<file path="config.mk">
export PLATFORM = sky130hd
export DESIGN_NAME = adder_share_arbiter_flat
export DESIGN_NICKNAME = d
export VERILOG_FILES = /design/src/rtl/adder_share_pkg.sv /design/src/rtl/adder_share_arbiter_if.sv /design/src/rtl/parallel_carry_adder_16bit.sv /design/src/rtl/rr_arbiter_onehot.sv /design/src/rtl/adder_share_arbiter.sv /design/src/flat_wrapper.sv
export SDC_FILE = /design/constraint.sdc
export NUM_CORES = 1
export LEC_CHECK = 0
export ABC_AREA = 1
export CORE_ASPECT_RATIO = 0.8
export CORE_MARGIN = 1.5
export CORE_UTILIZATION = 30
export DETAILED_ROUTE_END_ITERATION = 12
export PLACE_DENSITY_LB_ADDON = 0.08
export SLEW_MARGIN = 25
export SYNTH_ARGS = -nofsm -noshare
export SYNTH_HDL_FRONTEND = slang
export SYNTH_SLANG_ARGS = --single-unit
</file>
<file path="constraint.sdc">
create_clock -name clk -period 6.25 [get_ports clk]
set_input_delay 0.625 -clock clk [delete_from_list [all_inputs] [get_ports clk]]
set_output_delay 0.625 -clock clk [all_outputs]
set_load 0.05 [all_outputs]
</file>
<file path="src/rtl/adder_share_pkg.sv">
// Shared definitions for the adder-sharing arbiter: datapath width, lock
// state encoding and the round-robin one-hot select.
package adder_share_pkg;

    localparam int unsigned DATA_W  = 16;
    localparam int unsigned MAX_REQ = 8;
    localparam int unsigned PTR_W   = 3;

    typedef enum logic [0:0] {
        StIdle,
        StLocked
    } state_e;

    // First requester at or after ptr (wrapping over n entries), as a one-hot vector.
    function automatic logic [MAX_REQ-1:0] rr_onehot(
        input logic [MAX_REQ-1:0] req,
        input logic [PTR_W-1:0]   ptr,
        input int unsigned        n
    );
        logic [MAX_REQ-1:0] gnt;
        logic               found;
        logic [31:0]        idx;
        gnt   = '0;
        found = 1'b0;
        for (int unsigned k = 0; k < MAX_REQ; k++) begin
            idx = (32'(ptr) + k) % n;
            if (k < n && !found && req[idx[PTR_W-1:0]]) begin
                gnt[idx[PTR_W-1:0]] = 1'b1;
                found               = 1'b1;
            end
        end
        return gnt;
    endfunction

endpackage

</file>
<file path="src/rtl/adder_share_arbiter_if.sv">
// Client-side bundle of the shared adder: packed per-requester operands,
// one-hot grant and the registered result.
interface adder_share_arbiter_if #(
    parameter int unsigned NUM_REQ = 4,
    parameter int unsigned ID_W    = $clog2(NUM_REQ)
);
    import adder_share_pkg::*;

    logic [NUM_REQ-1:0]        req;
    logic [NUM_REQ*DATA_W-1:0] req_a;
    logic [NUM_REQ*DATA_W-1:0] req_b;
    logic [NUM_REQ-1:0]        req_cin;
    logic [NUM_REQ-1:0]        req_last;
    logic [NUM_REQ-1:0]        ack;
    logic                      rsp_valid;
    logic [ID_W-1:0]           rsp_id;
    logic [DATA_W-1:0]         sum;
    logic                      c_out;

    modport master (
        output req, req_a, req_b, req_cin, req_last,
        input  ack, rsp_valid, rsp_id, sum, c_out
    );

    modport slave (
        input  req, req_a, req_b, req_cin, req_last,
        output ack, rsp_valid, rsp_id, sum, c_out
    );

endinterface

</file>
<file path="src/rtl/parallel_carry_adder_16bit.sv">
// 16-bit adder with Kogge-Stone parallel carry computation.
module parallel_carry_adder_16bit (
    input  logic [15:0] a,
    input  logic [15:0] b,
    input  logic        c_in,
    output logic [15:0] sum,
    output logic        c_out
);

    logic [15:0] g;
    logic [15:0] p;
    logic [15:0] gg;
    logic [15:0] pp;
    logic [15:0] gl;
    logic [15:0] pl;
    logic [16:0] c;

    // Prefix tree: gg[i]/pp[i] become generate/propagate over bits [i:0].
    always_comb begin
        g  = a & b;
        p  = a ^ b;
        gg = g;
        pp = p;
        gl = '0;
        pl = '0;
        for (int d = 1; d < 16; d = d * 2) begin
            gl = gg;
            pl = pp;
            for (int i = 0; i < 16; i++) begin
                if (i >= d) begin
                    gg[i] = gl[i] | (pl[i] & gl[i-d]);
                    pp[i] = pl[i] & pl[i-d];
                end
            end
        end
        c[0] = c_in;
        for (int i = 0; i < 16; i++) begin
            c[i+1] = gg[i] | (pp[i] & c_in);
        end
        sum   = p ^ c[15:0];
        c_out = c[16];
    end

endmodule

</file>
<file path="src/rtl/rr_arbiter_onehot.sv">
// Combinational round-robin priority select starting at a pointer.
module rr_arbiter_onehot
    import adder_share_pkg::*;
#(
    parameter int unsigned NUM_REQ = 4,
    parameter int unsigned ID_W    = $clog2(NUM_REQ)
) (
    input  logic [NUM_REQ-1:0] req,
    input  logic [ID_W-1:0]    ptr,
    output logic [NUM_REQ-1:0] gnt
);

    logic [MAX_REQ-1:0] gnt_full;
    logic               unused_gnt_hi;

    // Widen to the package's fixed span, then keep only the live requesters.
    always_comb begin
        gnt_full = rr_onehot(MAX_REQ'(req), PTR_W'(ptr), NUM_REQ);
        gnt      = gnt_full[NUM_REQ-1:0];
    end

    assign unused_gnt_hi = ^gnt_full;

endmodule

</file>
<file path="src/rtl/adder_share_arbiter.sv">
// Round-robin sharing of one 16-bit adder between NUM_REQ clients, with
// chained multi-word operations that lock the adder and carry word to word.
module adder_share_arbiter
    import adder_share_pkg::*;
#(
    parameter int unsigned NUM_REQ = 4,
    parameter int unsigned ID_W    = $clog2(NUM_REQ)
) (
    input logic                 clk,
    input logic                 rst,
    adder_share_arbiter_if.slave bus
);

    state_e              state_q;
    logic [ID_W-1:0]     owner_q;
    logic [ID_W-1:0]     ptr_q;
    logic                carry_q;
    logic                rsp_valid_q;
    logic [ID_W-1:0]     rsp_id_q;
    logic [DATA_W-1:0]   sum_q;
    logic                c_out_q;

    logic [NUM_REQ-1:0]  rr_gnt;
    logic [NUM_REQ-1:0]  ack;
    logic                accept;
    logic [ID_W-1:0]     sel_id;
    logic [ID_W-1:0]     ptr_next;
    logic [DATA_W-1:0]   op_a;
    logic [DATA_W-1:0]   op_b;
    logic                op_cin;
    logic                op_last;
    logic [DATA_W-1:0]   add_sum;
    logic                add_cout;

    rr_arbiter_onehot #(
        .NUM_REQ (NUM_REQ),
        .ID_W    (ID_W)
    ) u_rr (
        .req (bus.req),
        .ptr (ptr_q),
        .gnt (rr_gnt)
    );

    // Grant: a lock reserves the adder for its owner even while the owner is silent.
    always_comb begin
        ack = '0;
        if (!rst) begin
            if (state_q == StLocked) begin
                ack[owner_q] = bus.req[owner_q];
            end else begin
                ack = rr_gnt;
            end
        end
    end

    // Operand mux from the granted requester; chained words take the stored carry.
    always_comb begin
        sel_id  = '0;
        op_a    = '0;
        op_b    = '0;
        op_cin  = 1'b0;
        op_last = 1'b0;
        for (int i = 0; i < NUM_REQ; i++) begin
            if (ack[i]) begin
                sel_id  = ID_W'(i);
                op_a    = bus.req_a[i*DATA_W +: DATA_W];
                op_b    = bus.req_b[i*DATA_W +: DATA_W];
                op_cin  = bus.req_cin[i];
                op_last = bus.req_last[i];
            end
        end
        if (state_q == StLocked) begin
            op_cin = carry_q;
        end
        accept   = |ack;
        ptr_next = (sel_id == ID_W'(NUM_REQ - 1)) ? '0 : sel_id + 1'b1;
    end

    parallel_carry_adder_16bit u_adder (
        .a     (op_a),
        .b     (op_b),
        .c_in  (op_cin),
        .sum   (add_sum),
        .c_out (add_cout)
    );

    // Lock FSM, round-robin pointer, stored carry and registered result.
    always_ff @(posedge clk or posedge rst) begin
        if (rst) begin
            state_q     <= StIdle;
            owner_q     <= '0;
            ptr_q       <= '0;
            carry_q     <= 1'b0;
            rsp_valid_q <= 1'b0;
            rsp_id_q    <= '0;
            sum_q       <= '0;
            c_out_q     <= 1'b0;
        end else begin
            rsp_valid_q <= accept;
            if (accept) begin
                sum_q    <= add_sum;
                c_out_q  <= add_cout;
                rsp_id_q <= sel_id;
                carry_q  <= add_cout;
                unique case (state_q)
                    StIdle: begin
                        if (op_last) begin
                            ptr_q <= ptr_next;
                        end else begin
                            state_q <= StLocked;
                            owner_q <= sel_id;
                        end
                    end
                    StLocked: begin
                        if (op_last) begin
                            state_q <= StIdle;
                            ptr_q   <= ptr_next;
                            carry_q <= 1'b0;
                        end
                    end
                    default: state_q <= StIdle;
                endcase
            end
        end
    end

    assign bus.ack       = ack;
    assign bus.rsp_valid = rsp_valid_q;
    assign bus.rsp_id    = rsp_id_q;
    assign bus.sum       = sum_q;
    assign bus.c_out     = c_out_q;

endmodule

</file>
<file path="src/flat_wrapper.sv">
// flat-port wrapper written by rule: the top's interface ports become plain ports
module adder_share_arbiter_flat import adder_share_pkg::*;
#(
    parameter int unsigned NUM_REQ = 4,
    parameter int unsigned ID_W    = $clog2(NUM_REQ)
)
  (clk, rst, bus_req, bus_req_a, bus_req_b, bus_req_cin, bus_req_last, bus_ack, bus_rsp_valid, bus_rsp_id, bus_sum, bus_c_out);
  adder_share_arbiter_if #(.NUM_REQ(NUM_REQ), .ID_W(ID_W)) bus_i ();
  input logic clk;
  input logic rst;
  input wire logic [$bits(bus_i.req)-1:0] bus_req;
  input wire logic [$bits(bus_i.req_a)-1:0] bus_req_a;
  input wire logic [$bits(bus_i.req_b)-1:0] bus_req_b;
  input wire logic [$bits(bus_i.req_cin)-1:0] bus_req_cin;
  input wire logic [$bits(bus_i.req_last)-1:0] bus_req_last;
  output wire logic [$bits(bus_i.ack)-1:0] bus_ack;
  output wire logic [$bits(bus_i.rsp_valid)-1:0] bus_rsp_valid;
  output wire logic [$bits(bus_i.rsp_id)-1:0] bus_rsp_id;
  output wire logic [$bits(bus_i.sum)-1:0] bus_sum;
  output wire logic [$bits(bus_i.c_out)-1:0] bus_c_out;
  assign bus_i.req = bus_req;
  assign bus_i.req_a = bus_req_a;
  assign bus_i.req_b = bus_req_b;
  assign bus_i.req_cin = bus_req_cin;
  assign bus_i.req_last = bus_req_last;
  assign bus_ack = bus_i.ack;
  assign bus_rsp_valid = bus_i.rsp_valid;
  assign bus_rsp_id = bus_i.rsp_id;
  assign bus_sum = bus_i.sum;
  assign bus_c_out = bus_i.c_out;
  adder_share_arbiter #(.NUM_REQ(NUM_REQ), .ID_W(ID_W)) u_core (.clk(clk), .rst(rst), .bus(bus_i));
endmodule
</file>
run_1/congestion.png
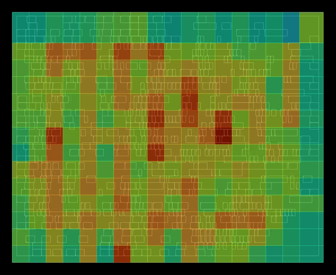
gr usage total: 0.222
GR peak layer: met2
met3 usage: 0.0267

run_1/detail.png
Bar = 10 um. Region (19, 13) to (44, 38) um. Cells in grey, sequential cells in the stronger grey; small squares are vias.
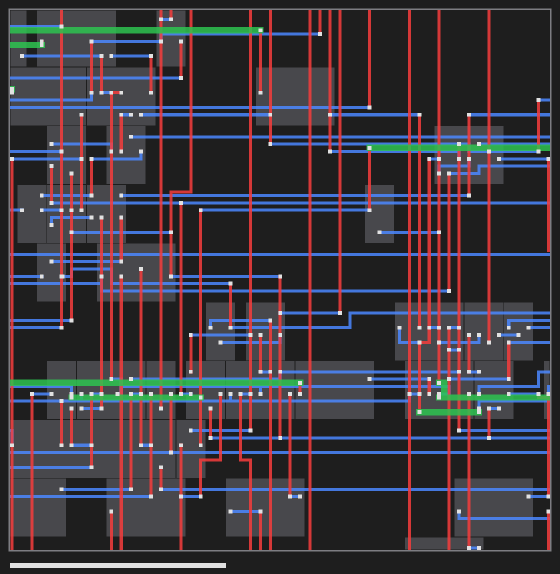
| layer | colour |
|---|---|
| metal 1 | blue |
| metal 2 | red |
| metal 3 | green |
most frequent: clkdlybuf4s50_1 (8), nand2_1 (7), o221ai_1 (6)
sequential cells in the window: 0
cells with their middle in the window: 33

run_1/io_fan.png
Bar = 50 um.
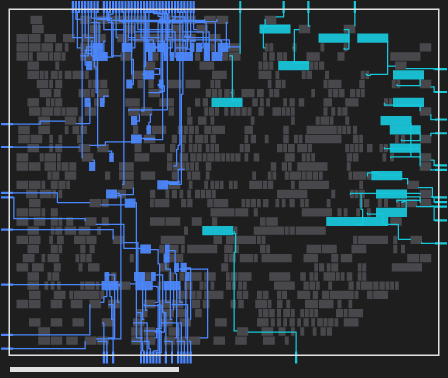
| port | colour | direction | edge | end cells | buffers | wire |
|---|---|---|---|---|---|---|
| bus_sum | cyan | output | 11 right, 4 top, 1 bottom | 16 | 16 | 361 um |
| bus_req_b | blue | input | 39 top, 17 bottom, 8 left | 48 | 64 | 1920 um |
I/O Buffers: 165
I/O pin cnt: 166

==> impl_metrics.env, run 1 <==
# flow metrics
export IMPL_dieArea_um2=13000
export IMPL_clk_path_buf_depth=2
export IMPL_top_area_cell_class="multi-input combinational cells"
export IMPL_pre_cts_ws_ns=0.956
export IMPL_tns_ns=0
export IMPL_postCtsSetupBuffers=0
export IMPL_final_clk_cell_share=0.0189
export IMPL_grt_ovfl_total=0
export IMPL_nonClkBufAreaFrac=0.302
export IMPL_placed_cell_area_um2=5440
export IMPL_switchingPower_w=0.00210
export IMPL_dp_hpwl_mm=12.0
export IMPL_largest_register_ffs=16
export IMPL_path_delay_family="AND-OR/OR-AND gates"
export IMPL_final_clkbuf_count=3
export IMPL_seq_share=0.117
export IMPL_rows=36
export IMPL_fin_area_um2=5550
export IMPL_mux_share=0
export IMPL_die_h_um=102
export IMPL_synth_nets=751
export IMPL_status="complete, no violations"
export IMPL_comb_cells=477
export IMPL_warnings=33
export IMPL_reg2reg_to="u_core.carry_q"
export IMPL_ir_drop_uv=204
export IMPL_path_max_fanout=18
export IMPL_aoi_share=0.224
export IMPL_ys_sh_simple=0.416
export IMPL_synth_seq_share=0.176
export IMPL_clkPwrFrac=0.055
export IMPL_finalHoldViolations=0
export IMPL_design_seq_count=26
export IMPL_cts_hold_buf=0
export IMPL_routed_wirelength_mm=14.7
export IMPL_place_congestion=0.937
export IMPL_layout_nets=904
export IMPL_crit_top_cell="nand2_1"
export IMPL_power_total_w=0.00347
export IMPL_p_comb_frac=0.852
export IMPL_yosys_cells=584
export IMPL_h_tree_depth=1
export IMPL_grt_max_degree=38
export IMPL_n_fill_cell=1254
export IMPL_place_inst=884
export IMPL_rrSetupSlack_ns=0.93
export IMPL_crit_cells=24
export IMPL_internal_power_w=0.00137
export IMPL_synth_area_um2=3690
export IMPL_hold_path_class="reg2reg"
export IMPL_antenna_cells=0
export IMPL_ys_chip_area_um2=3690
export IMPL_grt_pass1_wl_mm=22.8
export IMPL_critical_path_slowest_cell="dfrtp_1"
export IMPL_taps=152
export IMPL_crit_end="u_core.carry_q"
export IMPL_worstSkewPairLatency_ns=0.26
export IMPL_cts_root_buf="clkbuf_16"
export IMPL_ctsResizeCount=0
export IMPL_top_area_frac=0.176
export IMPL_grtUsageMet2=0.348
export IMPL_setup_viol=0
export IMPL_ff_type="dfrtp_1"
export IMPL_comb_cell_share=0.485
export IMPL_die_w_um=127
export IMPL_worstPathArrival_ns=5.48
export IMPL_pg_seq_w=0.000324
export IMPL_switching_share=0.606
export IMPL_p_leak_nw=2.51
export IMPL_top_area_cell="dfrtp_1"
export IMPL_p_clk_w=0.000189
export IMPL_route_detailed_drc=0
export IMPL_crit_chain="inv_1 -> ha_1 -> inv_1 -> nand3_1 -> nand2_1 -> nand2_4 -> nor2_8 -> nand2_1 -> nand3_2 -> nand2_2 -> inv_2 -> nor2_4 -> inv_2 -> o221ai_1 -> o21ai_0 -> ha_1 -> a21oi_1 -> o21ai_0 -> a21oi_1 -> inv_1 -> a221oi_1 -> nand2_1 -> nand3_1 -> nand2_1"
export IMPL_post_drt_via_cell_ratio=5.16
==> run 1: placed cells by master (no fill, tap or decap), types with 18 or more instances in the layout <==
cell | netlist | layout
o21ai_0 | 30 | 30
a21oi_1 | 43 | 43
nor2_1 | 43 | 43
nand3_1 | 52 | 52
dfrtp_1 | 26 | 26
inv_1 | 51 | 50
ha_1 | 24 | 24
clkdlybuf4s50_1 | 0 | 165
a31oi_1 | 29 | 29
o221ai_1 | 18 | 18
nand2_1 | 169 | 169
==> run 1: routing by layer <==
layer / share of wire / routed length [um] / up-vias
met4: 0.00082 / 12 / 0
met5: 0 / 0 / -
li1: - / - / 2303
met3: 0.070 / 1020 / 4
met2: 0.44 / 6430 / 191
met1: 0.49 / 7210 / 2088
==> run 1 -> run 2 <==
--- a/config.mk
+++ b/config.mk
@@ -11,7 +11,6 @@
 export CORE_UTILIZATION = 30
 export DETAILED_ROUTE_END_ITERATION = 12
 export PLACE_DENSITY_LB_ADDON = 0.08
-export SLEW_MARGIN = 25
 export SYNTH_ARGS = -nofsm -noshare
 export SYNTH_HDL_FRONTEND = slang
 export SYNTH_SLANG_ARGS = --single-unit
==> impl_metrics.env, run 2 <==
# flow metrics
export IMPL_pre_cts_ws_ns=0.956
export IMPL_grt_max_degree=38
export IMPL_layout_top_cells="nand2_1, clkdlybuf4s50_1, nand3_1"
export IMPL_die_h_um=102
export IMPL_top_area_frac=0.176
export IMPL_hold_path_class="reg2reg"
export IMPL_path_delay_family="AND-OR/OR-AND gates"
export IMPL_grt_usage=0.222
export IMPL_yosys_cells=584
export IMPL_place_congestion=0.937
export IMPL_die_w_um=127
export IMPL_postCtsSetupBuffers=0
export IMPL_ir_drop_uv=204
export IMPL_ys_chip_area_um2=3690
export IMPL_route_detailed_drc=0
export IMPL_cts_root_buf="clkbuf_16"
export IMPL_warnings=33
export IMPL_pin_count=166
export IMPL_ctsResizeCount=0
export IMPL_crit_chain="inv_1 -> ha_1 -> inv_1 -> nand3_1 -> nand2_1 -> nand2_4 -> nor2_8 -> nand2_1 -> nand3_2 -> nand2_2 -> inv_2 -> nor2_4 -> inv_2 -> o221ai_1 -> o21ai_0 -> ha_1 -> a21oi_1 -> o21ai_0 -> a21oi_1 -> inv_1 -> a221oi_1 -> nand2_1 -> nand3_1 -> nand2_1"
export IMPL_mux_share=0
export IMPL_tns_ns=0
export IMPL_top_area_cell="dfrtp_1"
export IMPL_routed_wirelength_mm=14.7
export IMPL_clk_path_buf_depth=2
export IMPL_crit_cells=24
export IMPL_fin_area_um2=5550
export IMPL_portBuffers=165
export IMPL_path_max_fanout=18
export IMPL_dieArea_um2=13000
export IMPL_reg2reg_to="u_core.carry_q"
export IMPL_h_tree_depth=1
export IMPL_p_leak_nw=2.51
export IMPL_antenna_cells=0
export IMPL_synth_nets=751
export IMPL_ff_type="dfrtp_1"
export IMPL_largest_register_ffs=16
export IMPL_status="complete, no violations"
export IMPL_synth_seq_share=0.176
export IMPL_grt_pass1_wl_mm=22.8
export IMPL_ys_sh_simple=0.416
==> run 2: cell counts after synthesis <==
No cell type changed its count.
==> run 2: area by class of cell <==
type / count / area, um2
clock inverter: 1 / 30.0
fill: 1254 / 6520
tap: 152 / 190
inverter: 61 / 239
clock buffer: 3 / 75.1
sequential: 26 / 651
timing repair buffer: 168 / 1670
multi-input combinational: 477 / 2690
==> run 2: layer usage <==
layer,track usage,up-vias,part of all wire
met5,0,-,0
met4,0.0184,0,0.00082
met3,0.0267,4,0.070
met2,0.348,191,0.44
met1,0.339,2088,0.49
li1,-,2303,-
==> run 2: where the power goes <==
| group | switching [W] | internal [W] |
|---|---|---|
| Combinational | 0.00198 | 0.000980 |
| Sequential | 0.0000616 | 0.000262 |
| Clock | 0.0000619 | 0.000128 |
| Total | 0.00210 | 0.00137 |
run_2/io_fan.png
Bar = 50 um.
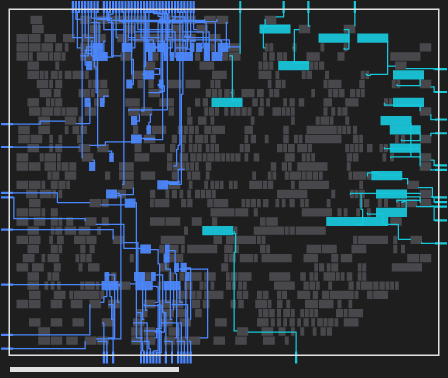
| port | colour | direction | edge | end cells | buffers | wire |
|---|---|---|---|---|---|---|
| bus_sum | cyan | output | 11 right, 4 top, 1 bottom | 16 | 16 | 361 um |
| bus_req_b | blue | input | 39 top, 17 bottom, 8 left | 48 | 64 | 1920 um |

run_2/logic_types.png
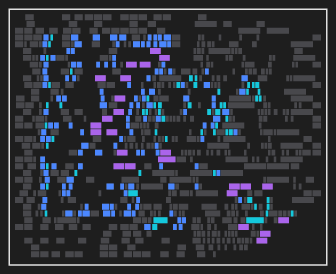
| family | colour | cells | most used |
|---|---|---|---|
| NOR gates | cyan | 58 | nor2_1 |
| inverting AOI/OAI gates | blue | 133 | a21oi_1 |
| adder and majority cells | purple | 25 | ha_1 |
most numerous logic cell after layout: nand2_1
non-filler instance count after layout: 888
combinational share of cell area: 0.485

==> run 2 -> run 3 <==
--- a/config.mk
+++ b/config.mk
@@ -8,9 +8,10 @@
 export ABC_AREA = 1
 export CORE_ASPECT_RATIO = 0.8
 export CORE_MARGIN = 1.5
-export CORE_UTILIZATION = 30
+export CORE_UTILIZATION = 47
 export DETAILED_ROUTE_END_ITERATION = 12
-export PLACE_DENSITY_LB_ADDON = 0.08
+export GPL_ROUTABILITY_DRIVEN = 1
+export PLACE_DENSITY = 0.89
 export SYNTH_ARGS = -nofsm -noshare
 export SYNTH_HDL_FRONTEND = slang
 export SYNTH_SLANG_ARGS = --single-unit
==> impl_metrics.env, run 3 <==
# flow metrics
export IMPL_drt_met1_wl_mm=5.77
export IMPL_internal_power_w=0.00130
export IMPL_pin_count=166
export IMPL_crit_end="u_core.bus.sum[15]"
export IMPL_portBuffers=165
export IMPL_grt_max_degree=38
export IMPL_cts_hold_buf=0
export IMPL_rrSetupSlack_ns=1.18
export IMPL_worstSkewPairLatency_ns=0.27
export IMPL_critical_path_slowest_cell="dfrtp_1"
export IMPL_antenna_cells=0
export IMPL_pg_seq_w=0.000322
export IMPL_power_top_group="combinational cells"
export IMPL_crit_chain="inv_1 -> ha_1 -> inv_1 -> nand3_1 -> nand2_1 -> nand2_2 -> inv_2 -> a21oi_1 -> nand3_2 -> nand2_4 -> clkinv_1 -> buf_4 -> a31oi_1 -> a31oi_1 -> ha_1 -> a21oi_1 -> inv_1 -> a21oi_1 -> inv_1 -> a21oi_1 -> o221a_2 -> nand3_1 -> nand3_1 -> nand2_1"
export IMPL_switchingPower_w=0.00207
export IMPL_setup_viol=0
export IMPL_place_inst=837
export IMPL_place_congestion=0.949
export IMPL_p_comb_w=0.00293
export IMPL_grt_util_met3=0.0354
export IMPL_ff_type="dfrtp_1"
export IMPL_maxCapViolCount=0
export IMPL_synth_nets=751
export IMPL_path_max_fanout=37
export IMPL_wl_met2_mm=6.45
export IMPL_placed_cell_area_um2=5380
export IMPL_switching_share=0.615
export IMPL_crit_path_max_incr_delay_ns=0.55
export IMPL_layout_top_cell="nand2_1"
export IMPL_fin_area_um2=5440
export IMPL_clkPwrFrac=0.032
export IMPL_post_drt_via_cell_ratio=5.74
export IMPL_top_area_cell="dfrtp_1"
export IMPL_synth_seq_share=0.176
export IMPL_grt_pass1_vias=4464
export IMPL_p_clk_w=0.000108
export IMPL_die_w_um=102
export IMPL_dr_max_layer_used="met4"
export IMPL_rows=28
export IMPL_ir_drop_uv=328
export IMPL_p_leak_nw=2.49
export IMPL_routed_wirelength_mm=13.8
export IMPL_pre_cts_ws_ns=1.18
export IMPL_drv_slew=0
export IMPL_postCtsSetupBuffers=0
export IMPL_wl_met3_mm=1.30
export IMPL_finalNonFillerCells=841
export IMPL_grtUsageMet2=0.543
export IMPL_ctsResizeCount=0
export IMPL_largest_register_ffs=16
export IMPL_synth_area_um2=3690
export IMPL_cts_root_buf="clkbuf_8"
export IMPL_busiest_layer="met2"
export IMPL_path_delay_family="AND-OR/OR-AND gates"
export IMPL_layout_top_cells="nand2_1, clkdlybuf4s50_1, nand3_1"
export IMPL_h_tree_depth=1
export IMPL_top_area_frac=0.176
export IMPL_ys_chip_area_um2=3690
export IMPL_clk_path_buf_depth=2
export IMPL_worstPathArrival_ns=5.23
export IMPL_power_total_w=0.00336
export IMPL_p_seq_frac=0.096
export IMPL_grt_usage=0.322
export IMPL_yosys_cells=584
export IMPL_synthCells=584
export IMPL_tns_ns=0
export IMPL_dieArea_um2=8390
export IMPL_reg2reg_to="u_core.bus.sum[15]"
export IMPL_layout_nets=904
export IMPL_warnings=33
export IMPL_hold_path_class="reg2reg"
export IMPL_route_detailed_drc=0
export IMPL_hold_path_depth=2
export IMPL_dp_hpwl_mm=11.5
export IMPL_grt_pass1_wl_mm=21.3
export IMPL_grt_ovfl_total=0
export IMPL_grt_use_met1=0.437
export IMPL_finalHoldViolations=0
export IMPL_finalCritPeriodShare=0.811
export IMPL_die_h_um=82.3
export IMPL_status="complete, no violations"
export IMPL_p_comb_frac=0.872
export IMPL_crit_cells=24
-- run 3: cell counts after synthesis --
No cell type changed its count.
-- run 3: kinds of logic (layout without fill, tap and decap cells) --
logic type | after synthesis | count (layout) | share of synthesized area
adder cells (fa/ha/maj) | 25 | 25 | 0.0868
AND-OR/OR-AND | 136 | 136 | 0.224
flip-flops | 26 | 26 | 0.176
AND/OR/NAND/NOR | 315 | 315 | 0.416
buffers and inverters | 81 | 233 | 0.0949
XOR/XNOR | 1 | 1 | 0.00237
-- run 3: cell type report --
type	instances	area (um2)
tap	105	131
clock buffer	4	55.1
fill	651	2060
sequential	26	651
multi-input combinational	477	2690
inverter	61	239
timing repair buffer	168	1670
run_3/detail.png
Bar = 10 um. Region (13, 8) to (38, 33) um. Cells in grey, sequential cells in the stronger grey; small squares are vias.
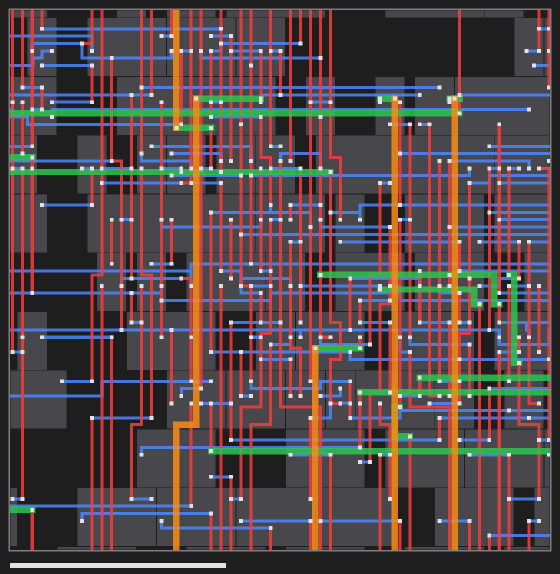
| layer | colour |
|---|---|
| metal 4 | orange |
| metal 3 | green |
| metal 2 | red |
| metal 1 | blue |
cells with their middle in the window: 56
sequential cells in the window: 0
most frequent: clkdlybuf4s50_1 (15), nand2_1 (7), o221ai_1 (6)

run_3/io_fan.png
Bar = 20 um.
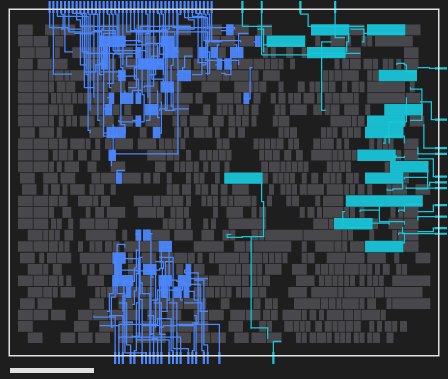
| port | colour | direction | edge | end cells | buffers | wire |
|---|---|---|---|---|---|---|
| bus_req_b | blue | input | 43 top, 21 bottom | 48 | 64 | 1730 um |
| bus_sum | cyan | output | 11 right, 4 top, 1 bottom | 16 | 16 | 375 um |


==> screenshots <==
Where the registers sit.
panel A
Bar = 50 um. Other sequential cells in the stronger grey, the rest of the logic in the fainter grey.
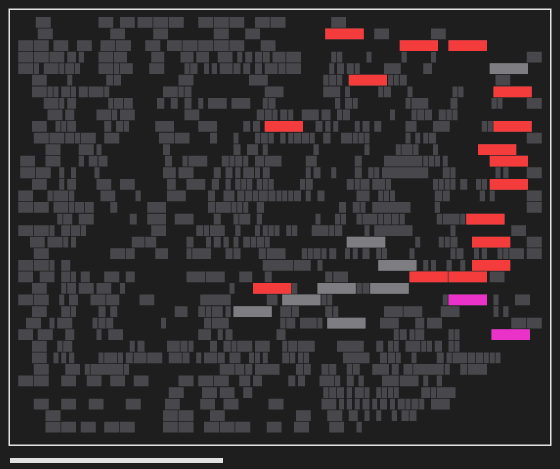
panel B
Bar = 20 um. Other sequential cells in the stronger grey, the rest of the logic in the fainter grey.
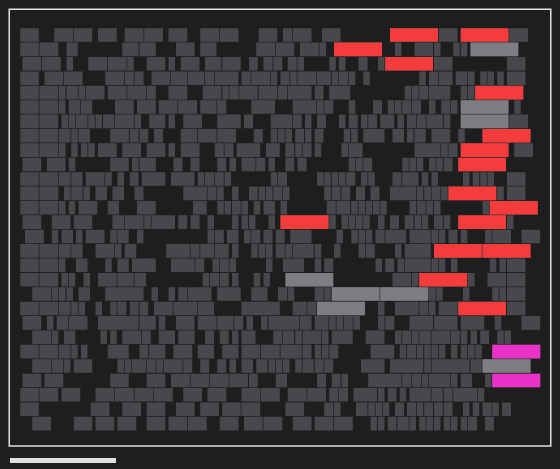
run 2 -> panel A
run 3 -> panel B
The one with the largest die is panel A.

Key to panel B:
| signal | colour | flops |
|---|---|---|
| u_core.bus.sum | red | 16 |
| u_core.bus.rsp_id | magenta | 2 |

Power and IR drop assume default switching activity.
